<file path="src/rtl/seq_divider_pkg.sv">
// Shared types and constants for the sequential restoring divider.
package seq_divider_pkg;

  // Dividend/quotient width and divisor/remainder width.
  localparam int DW = 8;
  localparam int VW = 4;

  // Width of the bit counter that walks the quotient bits.
  localparam int CW = $clog2(DW);

  // Result presented when the captured divisor is zero.
  localparam logic [DW-1:0] Q_DIV0 = 8'hFF;
  localparam logic [VW-1:0] R_DIV0 = 4'hF;

  // Control states of the divider.
  typedef enum logic [1:0] {
    IDLE,
    RUN,
    DONE
  } state_t;

endpackage

</file>
<file path="src/rtl/seq_divider_if.sv">
// Start/busy/done handshake bundle for the sequential divider.
interface seq_divider_if;
  import seq_divider_pkg::*;

  logic          start;
  logic [DW-1:0] N;
  logic [VW-1:0] D;
  logic [DW-1:0] Q;
  logic [VW-1:0] R;
  logic          busy;
  logic          done;
  logic          div0;

  // The requester drives operands and start.
  modport master (
    output start, N, D,
    input  Q, R, busy, done, div0
  );

  // The divider consumes operands and returns the result.
  modport slave (
    input  start, N, D,
    output Q, R, busy, done, div0
  );

endinterface

</file>
<file path="src/rtl/seq_divider_div_step.sv">
// One restoring-division step: trial-subtract the divisor from the
// shifted partial remainder and keep the difference only when it fits.
module div_step
  import seq_divider_pkg::*;
(
  input  logic [VW:0]   t,
  input  logic [VW-1:0] d,
  output logic [VW:0]   rem_next,
  output logic          qbit
);

  logic [VW:0] diff;

  // Plain 5-bit subtract; the borrow is never needed because the
  // difference is only kept when t >= d.
  always_comb begin
    diff     = t - {1'b0, d};
    qbit     = (t >= {1'b0, d});
    rem_next = qbit ? diff : t;
  end

endmodule

</file>
<file path="src/rtl/seq_divider.sv">
// Sequential 8-by-4 unsigned restoring divider, one quotient bit per clock.
module seq_divider
  import seq_divider_pkg::*;
(
  input  logic       clk,
  input  logic       rst,
  seq_divider_if.slave bus
);

  state_t        state;
  state_t        next_state;
  logic          accept;
  logic          last_bit;

  logic [CW-1:0] cnt;
  logic [DW-1:0] nq;
  logic [VW-1:0] rem;
  logic [VW-1:0] dreg;

  logic [VW:0]   t;
  logic [VW:0]   rem_next;
  logic          qbit;
  logic          unused_rem_msb;

  logic [DW-1:0] q_reg;
  logic [VW-1:0] r_reg;
  logic          busy_reg;
  logic          done_reg;
  logic          div0_reg;

  // The dividend shifts out MSB first while quotient bits shift in at
  // the bottom, so after DW steps nq holds the whole quotient.
  assign t = {rem, nq[DW-1]};

  div_step u_step (
    .t        (t),
    .d        (dreg),
    .rem_next (rem_next),
    .qbit     (qbit)
  );

  // After a step the remainder is below the divisor, so its top bit is
  // always zero and only the low VW bits are kept.
  assign unused_rem_msb = rem_next[VW];

  assign last_bit = (cnt == CW'(DW - 1));

  // Next-state logic; start is honoured only when not iterating.
  always_comb begin
    next_state = state;
    accept     = 1'b0;
    unique case (state)
      IDLE, DONE: begin
        next_state = IDLE;
        if (bus.start) begin
          accept     = 1'b1;
          next_state = (bus.D == '0) ? DONE : RUN;
        end
      end
      RUN: begin
        if (last_bit) next_state = DONE;
      end
      default: next_state = IDLE;
    endcase
  end

  // State register.
  always_ff @(posedge clk or posedge rst) begin
    if (rst) state <= IDLE;
    else     state <= next_state;
  end

  // Working registers: capture on accept, shift/subtract while running.
  always_ff @(posedge clk or posedge rst) begin
    if (rst) begin
      cnt  <= '0;
      nq   <= '0;
      rem  <= '0;
      dreg <= '0;
    end else if (accept) begin
      cnt  <= '0;
      nq   <= bus.N;
      rem  <= '0;
      dreg <= bus.D;
    end else if (state == RUN) begin
      cnt  <= cnt + CW'(1);
      nq   <= {nq[DW-2:0], qbit};
      rem  <= rem_next[VW-1:0];
    end
  end

  // Result and status registers; Q/R/div0 change only on a result load.
  always_ff @(posedge clk or posedge rst) begin
    if (rst) begin
      q_reg    <= '0;
      r_reg    <= '0;
      div0_reg <= 1'b0;
      busy_reg <= 1'b0;
      done_reg <= 1'b0;
    end else begin
      busy_reg <= (next_state == RUN);
      done_reg <= (next_state == DONE);
      if (accept && (bus.D == '0)) begin
        q_reg    <= Q_DIV0;
        r_reg    <= R_DIV0;
        div0_reg <= 1'b1;
      end else if ((state == RUN) && last_bit) begin
        q_reg    <= {nq[DW-2:0], qbit};
        r_reg    <= rem_next[VW-1:0];
        div0_reg <= 1'b0;
      end
    end
  end

  assign bus.Q    = q_reg;
  assign bus.R    = r_reg;
  assign bus.busy = busy_reg;
  assign bus.done = done_reg;
  assign bus.div0 = div0_reg;

endmodule
</file>
<file path="src/flat_wrapper.sv">
// flat-port wrapper written by rule: the top's interface ports become plain ports
module seq_divider_flat import seq_divider_pkg::*;
  (clk, rst, bus_start, bus_N, bus_D, bus_Q, bus_R, bus_busy, bus_done, bus_div0);
  seq_divider_if bus_i ();
  input  logic clk;
  input  logic rst;
  input wire logic [$bits(bus_i.start)-1:0] bus_start;
  input wire logic [$bits(bus_i.N)-1:0] bus_N;
  input wire logic [$bits(bus_i.D)-1:0] bus_D;
  output wire logic [$bits(bus_i.Q)-1:0] bus_Q;
  output wire logic [$bits(bus_i.R)-1:0] bus_R;
  output wire logic [$bits(bus_i.busy)-1:0] bus_busy;
  output wire logic [$bits(bus_i.done)-1:0] bus_done;
  output wire logic [$bits(bus_i.div0)-1:0] bus_div0;
  assign bus_i.start = bus_start;
  assign bus_i.N = bus_N;
  assign bus_i.D = bus_D;
  assign bus_Q = bus_i.Q;
  assign bus_R = bus_i.R;
  assign bus_busy = bus_i.busy;
  assign bus_done = bus_i.done;
  assign bus_div0 = bus_i.div0;
  seq_divider u_core (.clk(clk), .rst(rst), .bus(bus_i));
endmodule
</file>
<file path="config.mk">
export PLATFORM = sky130hd
export DESIGN_NAME = seq_divider_flat
export DESIGN_NICKNAME = d
export VERILOG_FILES = /design/src/rtl/seq_divider_pkg.sv /design/src/rtl/seq_divider_if.sv /design/src/rtl/seq_divider_div_step.sv /design/src/rtl/seq_divider.sv /design/src/flat_wrapper.sv
export SDC_FILE = /design/constraint.sdc
export NUM_CORES = 1
export LEC_CHECK = 0
export ABC_AREA = 1
export CAP_MARGIN = 20
export CORE_AREA = 2 2 80 82
export DETAILED_ROUTE_END_ITERATION = 10
export DIE_AREA = 0 0 82 84
export GPL_ROUTABILITY_DRIVEN = 0
export PLACE_DENSITY = 0.54
export SLEW_MARGIN = 20
export SYNTH_ARGS = -nofsm -noshare
export SYNTH_HDL_FRONTEND = slang
export SYNTH_SLANG_ARGS = --single-unit
</file>
<file path="constraint.sdc">
create_clock -name clk -period 1.3 [get_ports clk]
set_input_delay 0.26 -clock clk [delete_from_list [all_inputs] [get_ports clk]]
set_output_delay 0.26 -clock clk [all_outputs]
set_load 0.02 [all_outputs]
</file>
==> run notes <==
Implementation results are summarized by area below.

Status
The run finished, with violations left. The checks that failed: negative setup slack.

STA
The transition time at the pin with the least slew margin is 233 ps. Derived from the worst setup path, the maximum achievable clock frequency is between 600 and 700 MHz. The setup TNS is -1300 ps. The minimum clock period after layout is 1460 ps. Setup repair after global routing could not meet its margin everywhere. The worst pin sits at a relative slew slack of 84.3%. On the final layout, the worst hold slack is between 300 and 400 ps. Clock skew on the completed layout was measured at 5.12 ps. The number of setup violations in the final report is 11. Hold-check failures listed in the final report amount to 0. Post-route period utilization is reported as 113%. Once routing completed, OpenROAD measured the worst setup slack at -163 ps. Counting pins that exceed their max-slew limit in the final report gives 0.

Worst setup path
The longest incremental delay of any stage on the critical path is reported as 380 ps. The critical path is of the reg -> reg type. The logic depth of the worst register-to-register path is 9. The type of origin of the critical path is a register. The worst flop-to-flop path endpoint is u_core.rem[2]. Walking the worst path, the cells encountered are inv_2 -> ha_4 -> inv_2 -> fa_2 -> xor2_1 -> nand2_2 -> nand2_2 -> nand2_1 -> nand2_1.

Along the worst path, the maximum fanout reaches 2. The critical path endpoint category is a register. The data arrival time at the worst-slack endpoint is 1640 ps. The endpoint of the worst setup timing path is u_core.rem[2]. In this run the worst setup path begins at u_core.nq[7]. Per the OpenROAD timing report, the critical path contains 9 cells.

The timing report attributes the biggest portion of critical-path delay to adder cells. The beginning of the worst register-to-register path is u_core.nq[7]. STA puts the critical path data required time at about 1500 ps. The cell with the largest stage delay on the worst path is sky130_fd_sc_hd__dfrtp_1. The worst register-to-register path has a setup slack of -160 ps. The worst path buffer plus inverter count is 2.

Floorplanning
The floorplan step set the die width to roughly 82 um. The die covers 6890 um2. The number of I/O pins is 30. The die is 84 um tall.

Yosys
The register bit total from synthesis is 36. The synthesis run shows the most used standard cells to be 51 x sky130_fd_sc_hd__nand2_1, 36 x sky130_fd_sc_hd__dfrtp_1, 22 x sky130_fd_sc_hd__inv_1. The area fraction in and, or, nand and nor cells is a little over a fifth. Counting flops with an async set or reset pin after synthesis yields a share of 100%. The number of flops mapped to enable cells by yosys is 0.

Among all flip-flop cells after synthesis, the most frequent one is sky130_fd_sc_hd__dfrtp_1. The synthesized netlist was found by Yosys to have around 190 cells. The area share of and-or/or-and cells after synthesis is 12.2%. The area of the mapped netlist is approximately 1700 um2.

Per the post-synthesis stats, the area per cell is 9.00 um2. The main logic family after synthesis is simple AND/OR/NAND/NOR gates. In the Yosys stats the netlist draws on 29 distinct library cells. Ranked by total cell area, the synthesized netlist is headed by sky130_fd_sc_hd__dfrtp_1 53%, sky130_fd_sc_hd__nand2_1 11%, sky130_fd_sc_hd__inv_1 4.9%. The chip area from the yosys synthesis statistics is 1700 um2.

The adder-cell share of the synthesized area is 5.59%. Among all cell types in the netlist, the one instantiated most often is sky130_fd_sc_hd__nand2_1. The tally of yosys warning messages is 0.

The net count after synthesis is 211. sky130_fd_sc_hd__dfrtp_1 takes more of the synthesized area than any other cell. The number of instances in the synthesized netlist is 189. Measured against the total synthesized area, the mux share comes to 0%. The XOR/XNOR share of the synthesized area is 0.515%. The area fraction of the largest cell type after synthesis is 52.9%.

CTS
The largest buffer count on any clock path is 2. The TritonCTS clock tree is done. The root buffer cell is sky130_fd_sc_hd__clkbuf_8. CTS saw 36 sinks. Buffers inserted to repair hold after CTS numbered 0. The clock transition at the registers of the reported paths is 70 ps.

Per the CTS log, the maximum H-tree level is 2. The number of buffers created by CTS is 5. The insertion delay to the later sink of the worst-skew pair is 290 ps.

Global routing
The largest net degree at the start of global routing is 37. The met1 track utilization from global routing is 15.9%. The number of global-route vias before repair was 1531. The layer flagged by global routing as most heavily used is met2. The global-route wire length before repair is about 7000 um. The total congestion overflow is 0. The number of antenna violations at the first check in global routing is 0.

Place
The buffer_ports step reported a buffer count of 29. The instance area after placement is about 2300 um2. The HPWL after detailed placement is 2940 um. The number of placed instances, taps included is 321. Per the post-place timing report, worst setup slack is -279 ps.

Pwr
The worst-case IR drop observed on VDD is 0.954 mV. The static leakage is approximately 1.3 nW. In this run the power spent charging and discharging nets is 2.82 mW. The switching part of the total power is a little over 40%.

Power spread over the standard cell area amounts to 2570 nW/um2. Of the total power, registers draw 26.5%. The sum of internal, switching and leakage power is between 6 and 7 mW. The internal power of the cells is 4.08 mW. The clock network is responsible for 14.1% of the overall power.

Finish
The multi-input combinational cell area is between 800 and 900 um2. In this run the layout overhead on the synthesized area is reported as 58.0%. The number of fill cells is between 500 and 600.

The finished layout holds 337 standard cells, fillers aside. The fraction of final layout cells with drive strength greater than 1 is 36.5%. The number of nets at the end of the flow is 281.

The repair_antennas step left the layout with diodes totalling 0. In the layout the commonest cells are 36 x sky130_fd_sc_hd__nand2_1, 36 x sky130_fd_sc_hd__dfrtp_1, 28 x sky130_fd_sc_hd__buf_4, 17 x sky130_fd_sc_hd__inv_1, 15 x sky130_fd_sc_hd__nand2_2.

Routing
The total wire length is 4040 um. In this run, the number of DRC markers left after iteration 0 of detailed routing was 106. The routed wire length on met3 is 200 um. Per the detail_route log, met2 wirelength is 2050 um. The routed length on met1 is ~1700 um. The remaining design rule violation count is 0.

The top layer used by detailed routing is met4. Per the post-route antenna check, the number of violating nets is 0. The via density per instance is 4.38. According to the report, the first pass of detailed routing completed in 4 iterations. The number of vias in the routed layout is 1477.

Run
The tool warning count for the run is 29. The number of maximum-capacitance violations is 0.

Worst hold path
Note that the worst hold path type here is in -> async.
## power groups by stage
stage,clock network (mW),registers [mW],logic (mW)
3_5_place_dp,0,1.84,3.28
6_report,0.974,1.83,4.10
4_1_cts,1.00,1.82,3.59
2_1_floorplan,0,2.02,1.79
5_1_grt,1.08,1.88,4.55
3_3_place_gp,0,1.84,3.23
## timing repair
item	CTS	global route
pin swaps	9	12
setup buffers	0	8
endpoints found under the setup margin	34	29
resized	35	36
## area by class of cell
cell class                      instances  share of cell area (%)
Tap cell                               77                    3.58
Clock buffer                            5                    2.56
Timing Repair Buffer                   67                    23.0
Clock inverter                          3                    1.58
Inverter                               27                    4.00
Sequential cell                        36                    33.5
Multi-Input combinational cell        122                    31.8
**Track usage over the die**

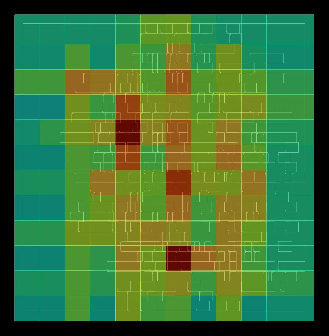
final cell utilization of the core: 44.1%
GRT Overall Usage: 13.1%
GRT met2 Usage: 21.8%
average wire per standard cell: 12.0 um
met3 track demand over resource: 3.79%

**Routed clock nets over the placement**

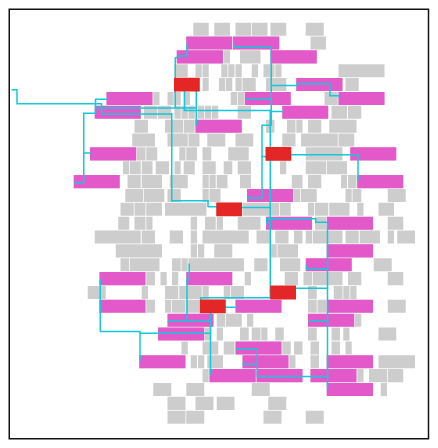
- clock drivers: red (count 5)
- clock wires: cyan (length 468 um)
- flip-flops: magenta (count 36)
- routed clock nets: 6

**Supply network**

Pins as bars on the die edge. Tap cells in grey.
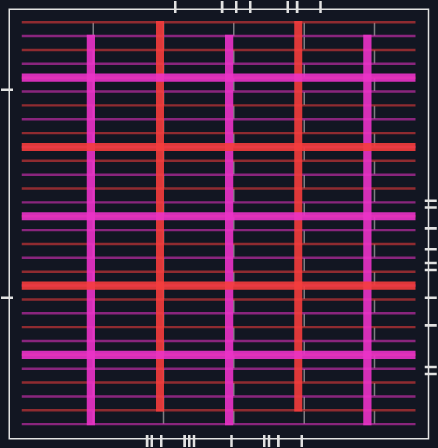
- VDD: red
- VSS: magenta
- met4 straps: 5
- met5 straps: 5
- signal pins: 30

**Cells coloured by class**

The bar under the picture is 20 um long.
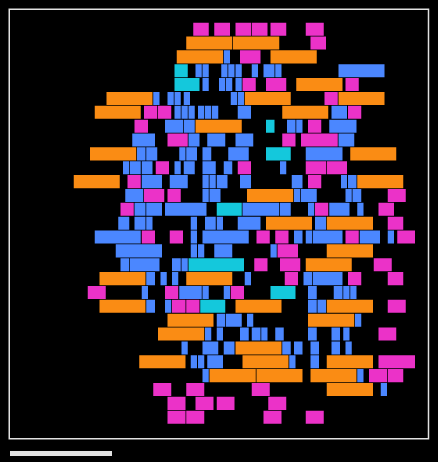
- remaining buffers and delay cells: magenta (cells 67; share of their area 24%)
- sequential cells: orange (cells 36; share of their area 35%)
- clock drivers and dummy loads: cyan (cells 8; share of their area 4.3%)
- combinational and other logic: blue (cells 149; share of their area 37%)
Seq area share: 33.5%
number of rows in the core area: 29
area of all placed cells without fillers: 2690 um2
Core Area: 6100 um2

**Register map, names as in the netlist**

Other sequential cells in the stronger grey, the rest of the logic in the fainter grey.
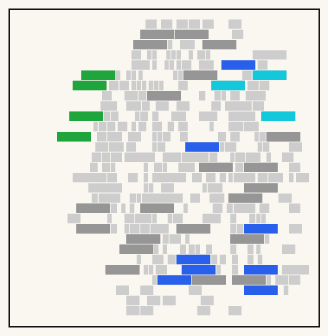
- `u_core.cnt`: cyan (sequential cells 3)
- `u_core.rem`: green (sequential cells 4)
- `u_core.bus.Q`: blue (sequential cells 8)
Sequential cell area: 901 um2
Flop+latch power: 1.83 mW

Power is estimated from default activity; no workload was simulated.
